<file path="src/rtl/pwm_timer_mc.sv">
// Multi-channel PWM timer: one shared prescaler and period counter drive NCH compare
// channels; period, compares, prescaler and mode are shadowed and change only at update events.
module pwm_timer_mc #(
  parameter int WIDTH = 16,
  parameter int NCH   = 4,
  parameter int PSC_W = 8
) (
  input  logic                 clk,
  input  logic                 rst_n,
  input  logic                 PWM_EN,
  input  logic [1:0]           mode,
  input  logic [WIDTH-1:0]     AAR,
  input  logic [PSC_W-1:0]     PSC,
  input  logic [NCH*WIDTH-1:0] CCR,
  input  logic [NCH-1:0]       POL,
  input  logic                 UG,
  output logic [WIDTH-1:0]     cnt_val,
  output logic                 dir,
  output logic                 upd_evt,
  output logic [NCH-1:0]       pwm_out
);

  typedef enum logic [1:0] {
    MODE_UP     = 2'b00,
    MODE_UPDOWN = 2'b01,
    MODE_DOWN   = 2'b10,
    MODE_UP_ALT = 2'b11
  } mode_e;

  localparam logic [WIDTH-1:0] CNT_ONE = WIDTH'(1);
  localparam logic [PSC_W-1:0] PSC_ONE = PSC_W'(1);

  mode_e            mode_sh;
  logic [WIDTH-1:0] aar_sh;
  logic [WIDTH-1:0] ccr_sh [NCH];
  logic [PSC_W-1:0] psc_sh;
  logic [PSC_W-1:0] psc_cnt;

  logic             tick;
  logic             evt;
  logic             start_dir;
  logic [WIDTH-1:0] cnt_nxt;
  logic             dir_nxt;
  logic [PSC_W-1:0] psc_nxt;
  logic [NCH-1:0]   pwm_nxt;

  assign tick      = (psc_cnt == psc_sh);
  // Start direction always follows the incoming mode, since it is the one being loaded.
  assign start_dir = (mode_e'(mode) == MODE_DOWN);

  // NOTE: every combinational output gets a default first so no path leaves it unassigned (no latches).
  always_comb begin
    cnt_nxt = cnt_val;
    dir_nxt = dir;
    psc_nxt = psc_cnt;
    evt     = 1'b0;
    if (!PWM_EN) begin
      cnt_nxt = '0;
      psc_nxt = '0;
      dir_nxt = start_dir;
    end else if (UG) begin
      cnt_nxt = '0;
      psc_nxt = '0;
      dir_nxt = start_dir;
      evt     = 1'b1;
    end else if (tick) begin
      psc_nxt = '0;
      case (mode_sh)
        MODE_DOWN: begin
          dir_nxt = 1'b1;
          if (cnt_val == '0) begin
            cnt_nxt = aar_sh;
            evt     = 1'b1;
          end else begin
            cnt_nxt = cnt_val - CNT_ONE;
          end
        end
        MODE_UPDOWN: begin
          if (!dir) begin
            if (aar_sh == '0) begin
              // Zero period: hold at 0 rather than turning round below zero.
              cnt_nxt = '0;
              evt     = 1'b1;
            end else if (cnt_val >= aar_sh) begin
              dir_nxt = 1'b1;
              cnt_nxt = cnt_val - CNT_ONE;
            end else begin
              cnt_nxt = cnt_val + CNT_ONE;
            end
          end else if (cnt_val == '0) begin
            dir_nxt = 1'b0;
            cnt_nxt = CNT_ONE;
            evt     = 1'b1;
          end else begin
            cnt_nxt = cnt_val - CNT_ONE;
          end
        end
        default: begin
          dir_nxt = 1'b0;
          if (cnt_val >= aar_sh) begin
            cnt_nxt = '0;
            evt     = 1'b1;
          end else begin
            cnt_nxt = cnt_val + CNT_ONE;
          end
        end
      endcase
      if (evt) dir_nxt = start_dir;
    end else begin
      psc_nxt = psc_cnt + PSC_ONE;
    end
  end

  always_comb begin
    pwm_nxt = POL;
    for (int i = 0; i < NCH; i++) begin
      pwm_nxt[i] = POL[i] ^ (PWM_EN && (cnt_val < ccr_sh[i]));
    end
  end

  // NOTE: sequential state uses non-blocking assignments so every register samples pre-edge values.
  always_ff @(posedge clk or negedge rst_n) begin
    if (!rst_n) begin
      cnt_val <= '0;
      dir     <= 1'b0;
      upd_evt <= 1'b0;
      pwm_out <= '0;
      psc_cnt <= '0;
    end else begin
      cnt_val <= cnt_nxt;
      dir     <= dir_nxt;
      upd_evt <= evt;
      pwm_out <= pwm_nxt;
      psc_cnt <= psc_nxt;
    end
  end

  // NOTE: the shadow array is small and must start from a known zero configuration, so it is reset.
  always_ff @(posedge clk or negedge rst_n) begin
    if (!rst_n) begin
      aar_sh  <= '0;
      psc_sh  <= '0;
      mode_sh <= MODE_UP;
      for (int i = 0; i < NCH; i++) ccr_sh[i] <= '0;
    end else if (!PWM_EN || evt) begin
      aar_sh  <= AAR;
      psc_sh  <= PSC;
      mode_sh <= mode_e'(mode);
      for (int i = 0; i < NCH; i++) ccr_sh[i] <= CCR[i*WIDTH +: WIDTH];
    end
  end

endmodule

</file>
<file path="config.mk">
export PLATFORM = sky130hd
export DESIGN_NAME = pwm_timer_mc
export DESIGN_NICKNAME = d
export VERILOG_FILES = /design/src/rtl/pwm_timer_mc.sv
export SDC_FILE = /design/constraint.sdc
export NUM_CORES = 1
export LEC_CHECK = 0
export CAP_MARGIN = 0
export CORE_MARGIN = 2
export CORE_UTILIZATION = 56
export DETAILED_ROUTE_END_ITERATION = 10
export PLACE_DENSITY = 0.81
export REMOVE_ABC_BUFFERS = 1
export SKIP_LAST_GASP = 1
export SLEW_MARGIN = 20
export SYNTH_ARGS = -nofsm -noshare
export SYNTH_HDL_FRONTEND = slang
export SYNTH_SLANG_ARGS = --single-unit
</file>
<file path="constraint.sdc">
create_clock -name clk -period 3.5 [get_ports clk]
set_input_delay 0.7 -clock clk [delete_from_list [all_inputs] [get_ports clk]]
set_output_delay 0.7 -clock clk [all_outputs]
set_load 0.01 [all_outputs]
</file>
Run 1, metal layers overlaid:
Bar = 50 µm.
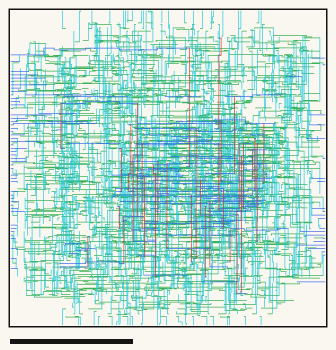
[met3] blue | wire length: 1,830 µm
[met1] green | wire length: 9,960 µm
[met4] red | wire length: 945 µm
[met2] cyan | wire length: 11,000 µm

Run 1, a small window of the routed layout:
Bar = 5 µm. Window x 54 to 74, y 80 to 100 µm. Cells in gray, sequential cells in the stronger gray; small squares are vias.
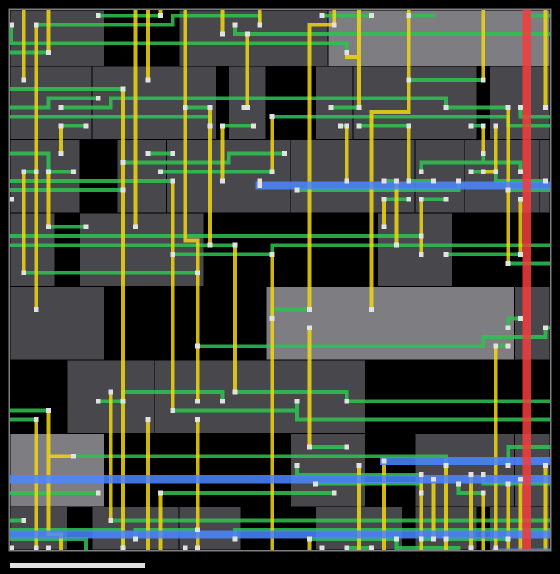
[met1] green
[met4] red
[met2] yellow
[met3] blue
most frequent: ha_1 (6)
cells with their middle in the window: 28
sequential cells in the window: 2
netlist names of flops here include: ccr_sh (1), cnt_val (1)

==> notes.org, run 1 <==
#+TITLE: Physical design notes

** Synth
- Proportion of synthesized area in mux cells :: 0.160
- Among the non-sequential cells, multiplexers take the most area.
- Synth top cells by count :: sky130_fd_sc_hd__dfrtp_1 (120), sky130_fd_sc_hd__mux2_4 (89), sky130_fd_sc_hd__inv_1 (86)
- Cell area after synthesis :: just under 0.009 mm²

** Drt
- DRT met1 WL :: ~10000 µm
- WL met3 :: roughly 1800 µm
- Detailed Route Iter0 Violations :: 645

** Final layout
- Number of combinational gates with multiple inputs :: a little over 600
- The registers reported with the highest flop counts are ccr_sh x64, aar_sh x16, cnt_val x16.
- Per the layout report, the design carries ~170 non-clock buffers.
- Number of flip-flops in the largest register :: between 60 and 70
- Leaving out the clock tree, the finished layout contains an inverter count of just under 90.
- Antenna diode count :: 0

** GRT
- Largest net degree at the start of global routing :: 56
- Summed over all layers, the global routing overflow is 0.
- For met1 alone, demand over resource in global routing was 0.380.
- The first global-routing pass estimated about 38,000 µm of wire.
- Number of global-route vias before repair :: ~7,500

** Place
- Total cell area at the placement stage :: slightly above 0.01 mm²

** Final timing
- Max-slew violation count :: 0
- Hold slack final :: 254 ps
- RSZ-0062 raised after global routing :: no
- Fmax :: 325 MHz
- The clock arrives with roughly 8.3 ps of skew.
- Setup-failing EPs final :: 0

** Pwr
- Reported leakage power :: ~5.4 nW
- Total power normalized to cell area comes to 361 mW/mm².
- Seq. pwr :: 1.56 mW
- The share of total power dissipated in sequential elements is 0.395.
- Of the total power, combinational logic draws 0.168.

** Setup path
- Number of cells on the worst reg-to-reg path :: 10
- STA classifies the critical path startpoint as a flop.
- Crit. Startpoint :: aar_sh[7]$_DFFE_PN0P_
- On the critical path the data arrives at 3390 ps.
- The timing report gives the biggest stage delay along the critical path as 400 ps.
- The critical path is of the flop to flop type.

** Clocking
- Clock tree synthesis found a total of between 100 and 150 sinks.
- Post-CTS sizing :: 0
- Clock insertion delay at the later pin of the skew report :: approximately 430 ps
- Clock tree synthesis inserted a total of 17 buffers.

** Run status
- The flow ran to the end, and the final reports show no timing, DRC or antenna violations.

** Floorplanning
- Row Count :: ~45

** Job
- Max-Cap Viols :: 0
Run 1, routing congestion map:
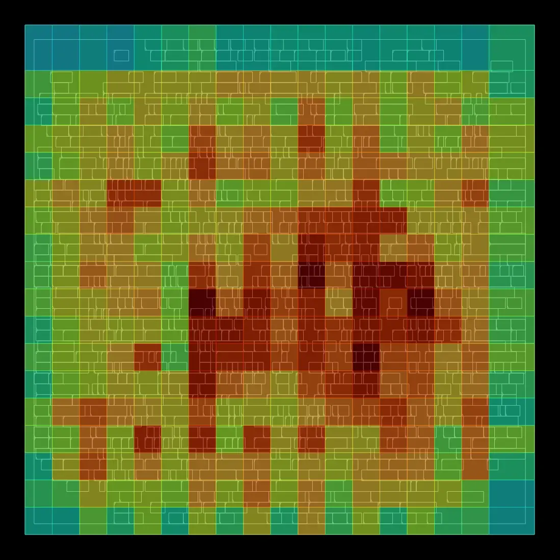
Global Route met2 Usage: 0.472
routing usage on met3: 0.0711

Run 1, gate families picked out:
Bar = 50 µm.
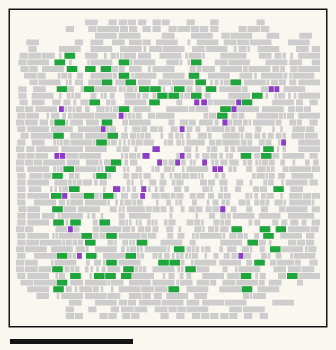
[adder and majority cells] green | cells: 82 | where: all over the die
[AND and OR gates] purple | cells: 30
most common cell after layout, fill and taps aside: sky130_fd_sc_hd__dfrtp_1
Post-Layout Cell Count: 1,199
multi-input combinational area share: 0.475

Run 1, sequential cells grouped by signal name:
Bar = 50 µm. Other sequential cells in the stronger gray, the rest of the logic in the fainter gray.
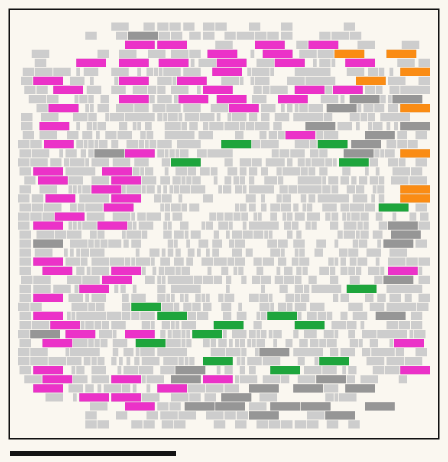

==> run 2, diff against run 1 <==
--- a/config.mk
+++ b/config.mk
@@ -6,7 +6,6 @@
 export NUM_CORES = 1
 export LEC_CHECK = 0
 export CAP_MARGIN = 0
-export CORE_MARGIN = 2
 export CORE_UTILIZATION = 56
 export DETAILED_ROUTE_END_ITERATION = 10
 export PLACE_DENSITY = 0.81
Run 2, sequential cells grouped by signal name:
Bar = 50 µm. Other sequential cells in the stronger gray, the rest of the logic in the fainter gray.
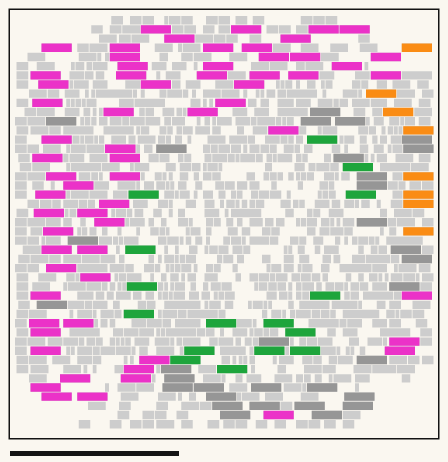
[ccr_sh] magenta | flops: 64 | where: all over the die
[cnt_val] green | flops: 16
[psc_sh] orange | flops: 8
not colored: 32
register fraction of the total cell area: 0.276
Reg area: 0.00300 mm²

==> run 2 against run 1 <==
Effect of this change: final cell count decreased by 0.75%; sequential share of layout area up 0.079 points; sequential power about the same; register-to-register slack got worse by 30 ps; clock skew up 1.9 ps; synthesized cell count unchanged; largest power group unchanged; hold slack got worse by 16 ps; highest routed layer unchanged; critical path depth unchanged; die size shrank 3.1%; via count up 0.54%.
==> notes.org, run 2 <==
#+TITLE: Physical design notes

** Run status
- The flow ran to the end, and the final reports show no timing, DRC or antenna violations.

** Final layout
- The fraction of final cell area spent on clock buffers and inverters in this run is 0.0579.
- Number of combinational gates with multiple inputs :: about 610
- The largest register by flop count is ccr_sh.
- For this run, the post-layout net count is 1,170.
- Layout inverter count without the clock tree :: approximately 87
- Antenna diode count :: 0
- Flop count :: between 100 and 150
- The register with the most flip-flops in the layout has between 60 and 70 of them.
- Final cell area excluding filler cells :: between 0.01 and 0.015 mm²
- Among logic cells in the layout, the one with the most instances is sky130_fd_sc_hd__dfrtp_1.
- The registers reported with the highest flop counts are ccr_sh x64, aar_sh x16, cnt_val x16.
- Buffers, non-clock :: roughly 160

** Synth
- Count of flip-flops with a built-in enable after synthesis :: 0
- Proportion of synthesized area in mux cells :: 0.160
- Xor-xnor portion of the synthesized cell area :: 0.0392
- The cell-mix breakdown from Yosys lists the simple-gate area share as 0.127.
- After synthesis, the most frequently instantiated cells are sky130_fd_sc_hd__dfrtp_1 (120), sky130_fd_sc_hd__mux2_4 (89), sky130_fd_sc_hd__inv_1 (86).
- Dominant kind of combinational cell :: multiplexers
- In this run the cell area of the synthesized design comes to a little under 0.009 mm².
- The synthesized design contains between 100 and 150 register bits.
- Most used flip-flop cell :: sky130_fd_sc_hd__dfrtp_1

** GRT
- The first global-routing pass estimated approximately 38,000 µm of wire.
- Final global-route overflow total :: 0
- The number of global-route vias before repair was approximately 7,600.
- Routing resource usage on met3 recorded by global route was 0.0687.
- Met1 track demand over resource :: 0.383
- met2 track demand over resource after global routing is 0.512.
- Largest net degree at the start of global routing :: 91
- The number of antenna violations at the first check in global routing came to 0.

** Final timing
- From the final report, the count of setup violators was given as 0.
- In the final run the clock tree shows a worst skew of 10.1 ps.
- Max-slew headroom at the worst pin :: 0.543
- Max-slew violation count :: 0
- Per the timing report, the achievable frequency comes out to approximately 320 MHz.
- The final layout reports a setup TNS of 0 ps.
- Hold slack final :: 238 ps
- Setup repair after global routing left no endpoint under its margin.

** Place
- Total of buffers placed on input and output ports :: 119
- Placed Instances :: between 1,000 and 1,500
- The HPWL after detailed placement is 16,700 µm.
- The post-placement cell area is about 0.01 mm².
- Post-placement setup slack :: 427 ps
- Per the gpl log, the routability congestion estimate is 0.989.

** Clocking
- TritonCTS created 17 clock buffers.
- CTS built an H-tree with a depth of 4.
- The root buffer cell chosen for the clock tree is sky130_fd_sc_hd__clkbuf_16.
- No sink is reached through more buffers than the 2 on the longest clock path.
- The clock drives between 100 and 150 sinks.
- Clock latency on the worst-skew pair, taken at its later pin, is about 430 ps.
- The report lists the number of cells resized after CTS as 0.

** Setup path
- Number of cells on the worst reg-to-reg path :: 10
- According to the timing report, the arrival time at the worst endpoint equals roughly 3400 ps.
- The OpenROAD report gives the critical path a required time of 3810 ps.
- Crit Path Class :: flop to flop
- End of the worst register-to-register path :: ccr_sh[31]$_DFFE_PN0P_
- The report shows a maximum critical-path fanout of around 90.
- Worst Setup Start Kind :: flop
- Worst setup path end :: ccr_sh[31]$_DFFE_PN0P_
- The worst setup path is captured at a flop.
- The critical path crosses 10 cells after its start point.
- For the worst reg-to-reg path, the startpoint reported by OpenROAD is aar_sh[5]$_DFFE_PN0P_.
- OpenSTA lists the critical path startpoint as aar_sh[5]$_DFFE_PN0P_.
- Broken down by cell family, the worst path's largest delay share belongs to AND-OR/OR-AND gates.
- Crit path largest cell delay :: 510 ps

** Pwr
- The share of total power dissipated in combinational logic is 0.159.
- Reported leakage power :: approximately 5.4 nW
- Share of total power in the clock network :: 0.460
- Total clock network power :: approximately 1.9 mW
- Of the total power, registers draw 0.381.
- Sw frac :: 0.244
- The sequential power reported by the tool is about 1.6 mW.
- Power Combinational :: 0.655 mW
- The group that draws the most power in this run is clock.
- Cell area power density :: between 300 and 400 mW/mm²

** Drt
- Detailed Route Iter0 Violations :: around 600
- WL met3 :: approximately 1900 µm
- Remaining antenna violation count after routing :: 0
- The wire length recorded after detailed routing is around 24,000 µm.
- DRT met1 WL :: ~9700 µm
- Uppermost layer routed :: met4
- Number of iterations in the first detailed-routing pass :: 8
- Avg Vias per Cell :: 6.14
- Average wire per cell in the routed design :: 20.1 µm

** Floorplanning
- The die covers 0.0161 mm².
- For this floorplan the total number of well-tap instances is roughly 190.
- Io pins :: about 120
- Row Count :: approximately 45

** Job
- Warning total across the stage logs :: 28
- The report counts max-capacitance violations totalling 0.
Run 2, gate families picked out:
Bar = 50 µm.
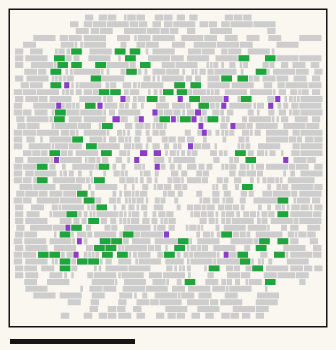
[AND and OR gates] purple | cells: 30
[adder and majority cells] green | cells: 82 | where: all over the die
multi-input combinational area share: 0.476
Post-Layout Cell Count: 1,190

Power figures rest on the tool's default switching activity, not on a simulated workload.
